===== src/rtl/pld_array.sv =====
// rtl/pld_array.sv - double-buffered PLD AND/OR array with register configuration bus
//
// Purpose: eight product terms over 12 inputs, four OR outputs feeding downstream
// macrocells, plus per-macrocell configuration bits. The bus writes into a shadow
// bank; a commit copies the shadow into the active bank that drives all outputs.
//
// Ports:
//   clk, reset_n            clock, asynchronous active-low reset
//   pi[11:0]                product-term inputs
//   cfg_addr/wdata/we/re    configuration bus (single-cycle strobes)
//   cfg_rdata, cfg_rvalid   registered read data and its one-cycle valid pulse
//   commit                  external commit strobe
//   pending, locked         shadow-dirty flag, sticky lock flag
//   mc_in[3:0]              OR-array outputs (combinational from pi)
//   mc_coen/const/ssel/rsel/byp[3:0], mc_xorfb[7:0]  active macrocell config
module pld_array (
  input  logic        clk,
  input  logic        reset_n,
  input  logic [11:0] pi,
  input  logic [5:0]  cfg_addr,
  input  logic [7:0]  cfg_wdata,
  input  logic        cfg_we,
  input  logic        cfg_re,
  output logic [7:0]  cfg_rdata,
  output logic        cfg_rvalid,
  input  logic        commit,
  output logic        pending,
  output logic        locked,
  output logic [3:0]  mc_in,
  output logic [3:0]  mc_coen,
  output logic [3:0]  mc_const,
  output logic [3:0]  mc_ssel,
  output logic [3:0]  mc_rsel,
  output logic [3:0]  mc_byp,
  output logic [7:0]  mc_xorfb
);

  localparam logic [5:0] ADDR_CTRL = 6'd32;
  localparam logic [5:0] ADDR_STAT = 6'd33;

  // Shadow bank is byte-addressed exactly as the bus sees it (addr 0..31).
  logic [7:0]  shadow_q [32];

  // Active bank is kept unpacked into fields; the spare MC bit is never copied.
  logic [11:0] act_true_q [8];
  logic [11:0] act_cmp_q  [8];
  logic [7:0]  act_or_q   [4];
  logic [6:0]  act_mc_q   [4];

  logic        pending_q, pending_d;
  logic        locked_q, locked_d;
  logic [7:0]  rdata_q, rdata_d;
  logic        rvalid_q;

  logic        in_bank;
  logic        ctrl_wr;
  logic        commit_now;
  logic        shadow_wr;
  logic [7:0]  rd_val;
  logic [7:0]  pt;

  assign in_bank    = ~cfg_addr[5];
  assign ctrl_wr    = cfg_we && (cfg_addr == ADDR_CTRL);
  assign commit_now = commit || (ctrl_wr && cfg_wdata[0]);
  assign shadow_wr  = cfg_we && in_bank && !locked_q;

  // A shadow write in the commit cycle leaves new data uncommitted, so it wins.
  assign pending_d = shadow_wr ? 1'b1 : (commit_now ? 1'b0 : pending_q);
  assign locked_d  = locked_q | (ctrl_wr & cfg_wdata[1]);

  always_comb begin
    rd_val = 8'h00;
    if (in_bank) begin
      rd_val = shadow_q[cfg_addr[4:0]];
    end else if (cfg_addr == ADDR_STAT) begin
      rd_val = {6'b0, locked_q, pending_q};
    end
  end

  assign rdata_d = cfg_re ? rd_val : rdata_q;

  always_ff @(posedge clk or negedge reset_n) begin
    if (!reset_n) begin
      for (int i = 0; i < 32; i++) shadow_q[i] <= 8'h00;
    end else if (shadow_wr) begin
      shadow_q[cfg_addr[4:0]] <= cfg_wdata;
    end
  end

  // Active bank samples the pre-write shadow, so a same-cycle write stays pending.
  always_ff @(posedge clk or negedge reset_n) begin
    if (!reset_n) begin
      for (int n = 0; n < 8; n++) begin
        act_true_q[n] <= 12'h000;
        act_cmp_q[n]  <= 12'h000;
      end
      for (int m = 0; m < 4; m++) begin
        act_or_q[m] <= 8'h00;
        act_mc_q[m] <= 7'h00;
      end
    end else if (commit_now) begin
      for (int n = 0; n < 8; n++) begin
        act_true_q[n] <= {shadow_q[3*n+1][3:0], shadow_q[3*n]};
        act_cmp_q[n]  <= {shadow_q[3*n+2], shadow_q[3*n+1][7:4]};
      end
      for (int m = 0; m < 4; m++) begin
        act_or_q[m] <= shadow_q[24+m];
        act_mc_q[m] <= shadow_q[28+m][6:0];
      end
    end
  end

  always_ff @(posedge clk or negedge reset_n) begin
    if (!reset_n) begin
      pending_q <= 1'b0;
      locked_q  <= 1'b0;
      rdata_q   <= 8'h00;
      rvalid_q  <= 1'b0;
    end else begin
      pending_q <= pending_d;
      locked_q  <= locked_d;
      rdata_q   <= rdata_d;
      rvalid_q  <= cfg_re;
    end
  end

  // An empty term would reduce to AND of nothing (=1); force it to 0 instead.
  always_comb begin
    pt = 8'h00;
    for (int n = 0; n < 8; n++) begin
      if ((|act_true_q[n]) || (|act_cmp_q[n])) begin
        pt[n] = &((~act_true_q[n] | pi) & (~act_cmp_q[n] | ~pi));
      end
    end
  end

  always_comb begin
    mc_in = 4'h0;
    for (int m = 0; m < 4; m++) begin
      mc_in[m] = |(pt & act_or_q[m]);
    end
  end

  always_comb begin
    mc_coen  = 4'h0;
    mc_const = 4'h0;
    mc_ssel  = 4'h0;
    mc_rsel  = 4'h0;
    mc_byp   = 4'h0;
    mc_xorfb = 8'h00;
    for (int m = 0; m < 4; m++) begin
      mc_coen[m]         = act_mc_q[m][0];
      mc_const[m]        = act_mc_q[m][1];
      mc_xorfb[2*m +: 2] = act_mc_q[m][3:2];
      mc_ssel[m]         = act_mc_q[m][4];
      mc_rsel[m]         = act_mc_q[m][5];
      mc_byp[m]          = act_mc_q[m][6];
    end
  end

  assign pending    = pending_q;
  assign locked     = locked_q;
  assign cfg_rdata  = rdata_q;
  assign cfg_rvalid = rvalid_q;

endmodule

===== config.mk =====
export PLATFORM = sky130hd
export DESIGN_NAME = pld_array
export DESIGN_NICKNAME = d
export VERILOG_FILES = /design/src/rtl/pld_array.sv
export SDC_FILE = /design/constraint.sdc
export NUM_CORES = 1
export LEC_CHECK = 0
export ABC_AREA = 1
export CAP_MARGIN = 20
export CELL_PAD_IN_SITES_DETAIL_PLACEMENT = 1
export CELL_PAD_IN_SITES_GLOBAL_PLACEMENT = 2
export CORE_MARGIN = 1
export CORE_UTILIZATION = 37
export CTS_CLUSTER_SIZE = 24
export DETAILED_ROUTE_END_ITERATION = 10
export PLACE_DENSITY_LB_ADDON = 0.1
export SETUP_SLACK_MARGIN = 0.5
export SYNTH_ARGS = -nofsm -noshare
export SYNTH_HDL_FRONTEND = slang
export SYNTH_SLANG_ARGS = --single-unit

===== constraint.sdc =====
create_clock -name clk -period 1.9 [get_ports clk]
set_clock_uncertainty 0.2 [all_clocks]
set_input_delay 0.38 -clock clk [delete_from_list [all_inputs] [get_ports clk]]
set_output_delay 0.38 -clock clk [all_outputs]
set_load 0.005 [all_outputs]

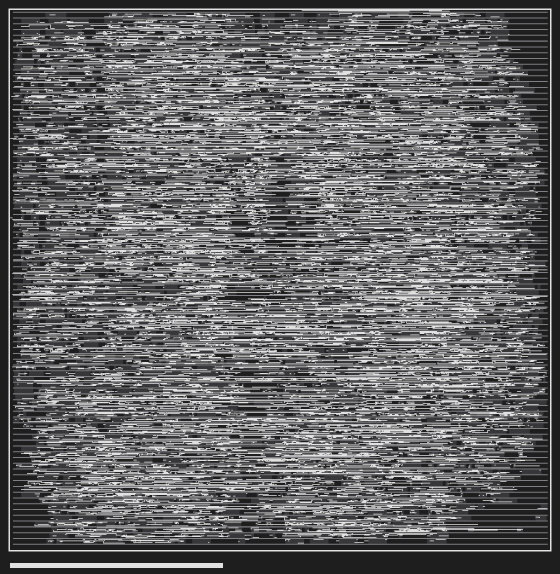
(images/layer_met1.png)
The bar under the picture is 100 um long. Supply wires on this layer in gray. Cells faint in the background.
longest straight run: 104 um
nets with wire on the layer: 3378
main direction: horizontal
wire length on this layer: 52.5 mm
GR met1 Demand/Resource: 0.4943
Total Wirelength: 128800 um

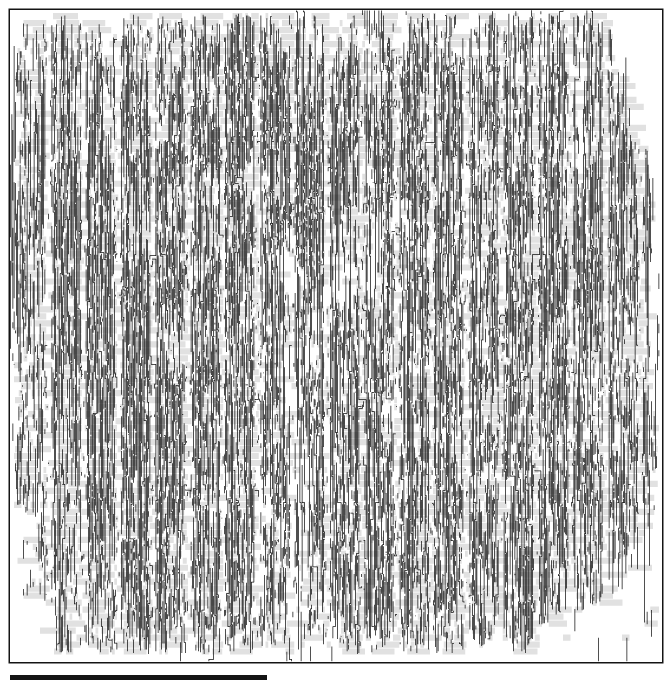
(images/layer_met2.png)
The bar under the picture is 100 um long. Cells faint in the background.
main direction: vertical
nets with wire on the layer: 3260
wire length on this layer: 60.9 mm
DR vias: 25170
met2 global-route usage: 0.5935

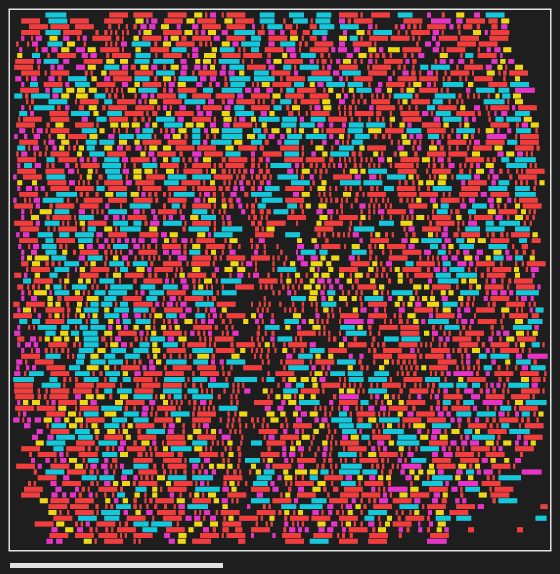
(images/sizes.png)
The bar under the picture is 100 um long.
[cyan] _6 and larger | cells: 455 | share: 13% | most used: buf_12
[red] _0 and _1 cells | cells: 1957 | share: 55% | most used: nand2_1
[magenta] _2 cells | cells: 660 | share: 18% | most used: o21ai_2
[yellow] _3 and _4 cells | cells: 510 | share: 14% | most used: buf_4
Signal buffers: 645
post-route cell area: 39090 sq um
setup ws final: -1005 ps
area delta synth->final: 66.37%

==> flow_metrics.tcl <==
# collected from the flow reports
set metrics [dict create \
    synth-edff-count 0 \
    arrival_ps 2330 \
    comb_area_sq_um 13230 \
    power_density_nw_per_um2 700.8 \
    clkLatencyLatePin_ps 640 \
    hold_viol 0 \
    critPathLaunch "act_true_q[46]$_DFFE_PN0P_" \
    initial_core_util 0.3732 \
    die_y_um 254.0 \
    finalNetCount 3567 \
    ys_cells 2978 \
    clk_pin_slew_ps 60 \
    ant_nets 0 \
    status "finished with violations" \
    drt_first_iter_violations 2100 \
    setup_ws_ps -1005 \
    violations "negative setup slack" \
    routabilityCongestion 0.9486 \
    crit_path_max_fanout 4 \
    dp_slack_ps -1600 \
    min_period_ps 2905 \
    syn_area_sq_um 23500 \
    critPathCaptureType "primary output" \
    cts_buffer_depth 3 \
    required_ps 1320 \
    cts_tree "done" \
    grt_pass1_wl_um 170400 \
    async_flop_share 1.000 \
    cap_viol_max_count 0 \
    io_pins 74 \
    num_rows 92 \
    dp_hpwl_um 76720 \
    synth_cell_types 22 \
    root_buffer "clkbuf_16" \
    core_area_sq_um 62970 \
    portBuffers 73 \
    synthFlopType "dfrtp_1" \
    htree_levels 2 \
    path_class "reg -> out" \
    top_cell "nand2_1" \
    setup_violations 335 \
]
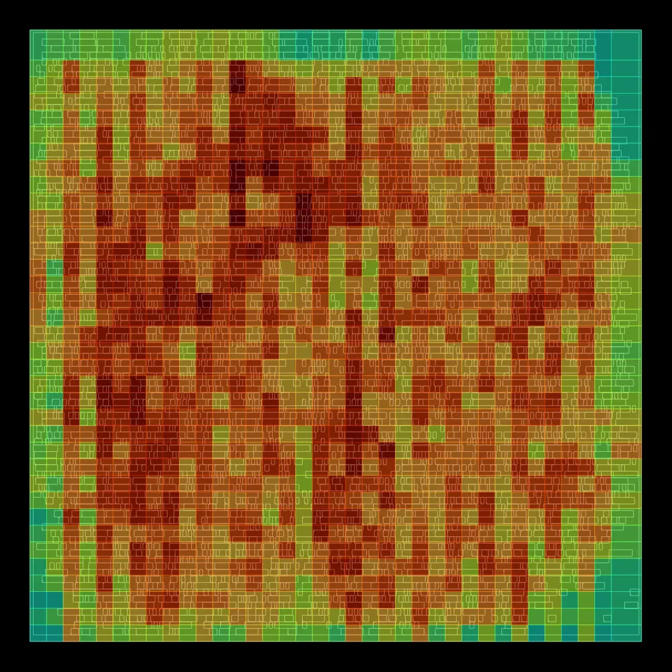
(images/congestion.png)
GRT Total Usage: 0.3675
gr busiest metal: met2

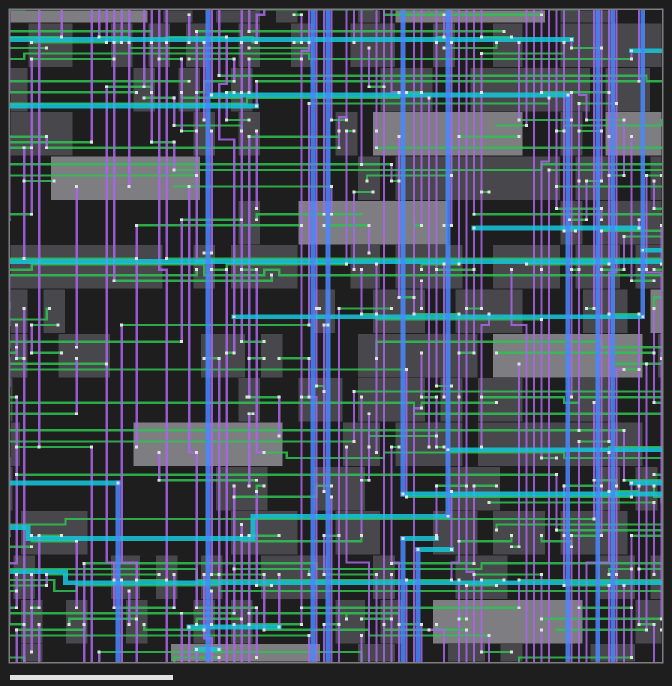
(images/detail.png)
The bar under the picture is 10 um long. Region (107, 56) to (147, 96) um. Cells in gray, sequential cells in the stronger gray; small squares are vias.
[blue] metal 4
[green] metal 1
[purple] metal 2
[cyan] metal 3
sequential cells in the window: 6
cells with their middle in the window: 87
most frequent: nand2_1 (23), buf_4 (11), nor2_1 (8)
netlist names of flops here include: `act_true_q` (4), `act_cmp_q` (2)

sequential cells by signal, summed over array words and instances, names as in the netlist:
signal      cells
mc_const        4
act_cmp_q      96
cfg_rdata       8
cfg_rvalid      1
mc_byp          4
act_or_q       32
locked          1
mc_ssel         4
shadow_q      256
mc_coen         4
act_true_q     96
pending         1
mc_rsel         4
mc_xorfb        8
path summary, 6_finish.rpt:
kind / slack (ps) / endpoint / cells past startpoint
max reg2reg: -160 / shadow_q[26]$_DFFE_PN0P_ / 8
min: 30 / shadow_q[155]$_DFFE_PN0P_ / 2
max in group asynchronous: 730 / cfg_rdata[0]$_DFFE_PN0P_ / 4
min reg2reg: 290 / cfg_rdata[7]$_DFFE_PN0P_ / 2
min in group clk: 50 / cfg_rvalid$_DFF_PN0_ / 1
max: -1010 / mc_in[2] / 10
per-stage QoR:
step	std cells	setup TNS (ps)	area, sq um	total power [mW]	util
floorplan	2978	0	24420	12.25	-
global placement	4074	-366960	28250	13.56	0.4487
detailed placement	4074	-379360	28250	13.59	0.4487
CTS	4348	-3686	34720	26.86	0.5514
global route	4428	-29270	39090	27.92	0.6209
finish	4428	-21130	39090	27.40	0.6209
layout by cell type (no fill, tap or decap), types with 30 or more instances in the layout:
cell	n
a21oi_1	30
a21oi_2	72
buf_12	129
buf_16	65
buf_2	37
buf_4	255
buf_6	83
buf_8	30
clkbuf_16	79
dfrtp_1	506
inv_1	260
nand2_1	551
nand2_2	210
nand2_4	167
nand2_8	42
nand4_1	53
nor2_1	189
nor2_2	44
nor2_4	62
o21ai_0	89
o21ai_1	207
o21ai_2	232
kinds of logic (layout without fill, tap and decap cells):
logic type / count (synthesis) / in the layout / share of synthesized area
DFF: 519 / 519 / 0.5527
buffers and inverters: 441 / 1034 / 0.07614
and+or+nand+nor: 1341 / 1352 / 0.2231
AOI/OAI and AO/OA: 677 / 677 / 0.1480
final cells by class:
class,count,share of cell area
Multi-Input combinational cell,2029,0.3383
Sequential cell,519,0.3326
Timing Repair Buffer,645,0.2208
Clock buffer,87,0.04590
Inverter,282,0.02804
Tap cell,846,0.02708
Clock inverter,20,0.007201
critical path: stages, from the launching register on:
cell	delay, ps
dfrtp_1	400
buf_4	170
nand2_1	80
nand4_1	230
nor2_2	170
buf_4	140
nand4_1	90
nand2_1	90
nor2_2	50
nand2_2	140
buf_6	120
routing by layer:
metal,global-route usage,wire [um],up-vias,part of all wire
li1,-,-,10720,-
met1,0.4943,52470,13070,0.41
met2,0.5935,60870,1028,0.47
met3,0.05879,8159,345,0.063
met4,0.1408,7276,2,0.056
met5,0,8,-,0.000062
power breakdown:
| part | internal (mW) | switching (mW) | leakage (nW) |
|---|---|---|---|
| sequential | 11.2 | 0.145 | 7.13 |
| combinational | 1.59 | 2.06 | 9.76 |
| clock | 7.43 | 5.02 | 1.03 |
| total | 20.2 | 7.22 | 17.9 |
repair_timing:
item,CTS,global route
setup buffers,107,48
endpoints found under the hold margin,511,0
cloned,59,32
setup endpoints to repair,560,560
pin swaps,146,123
gates resized,798,1023
hold buffers,1,0
Power is estimated from default activity; no workload was simulated.
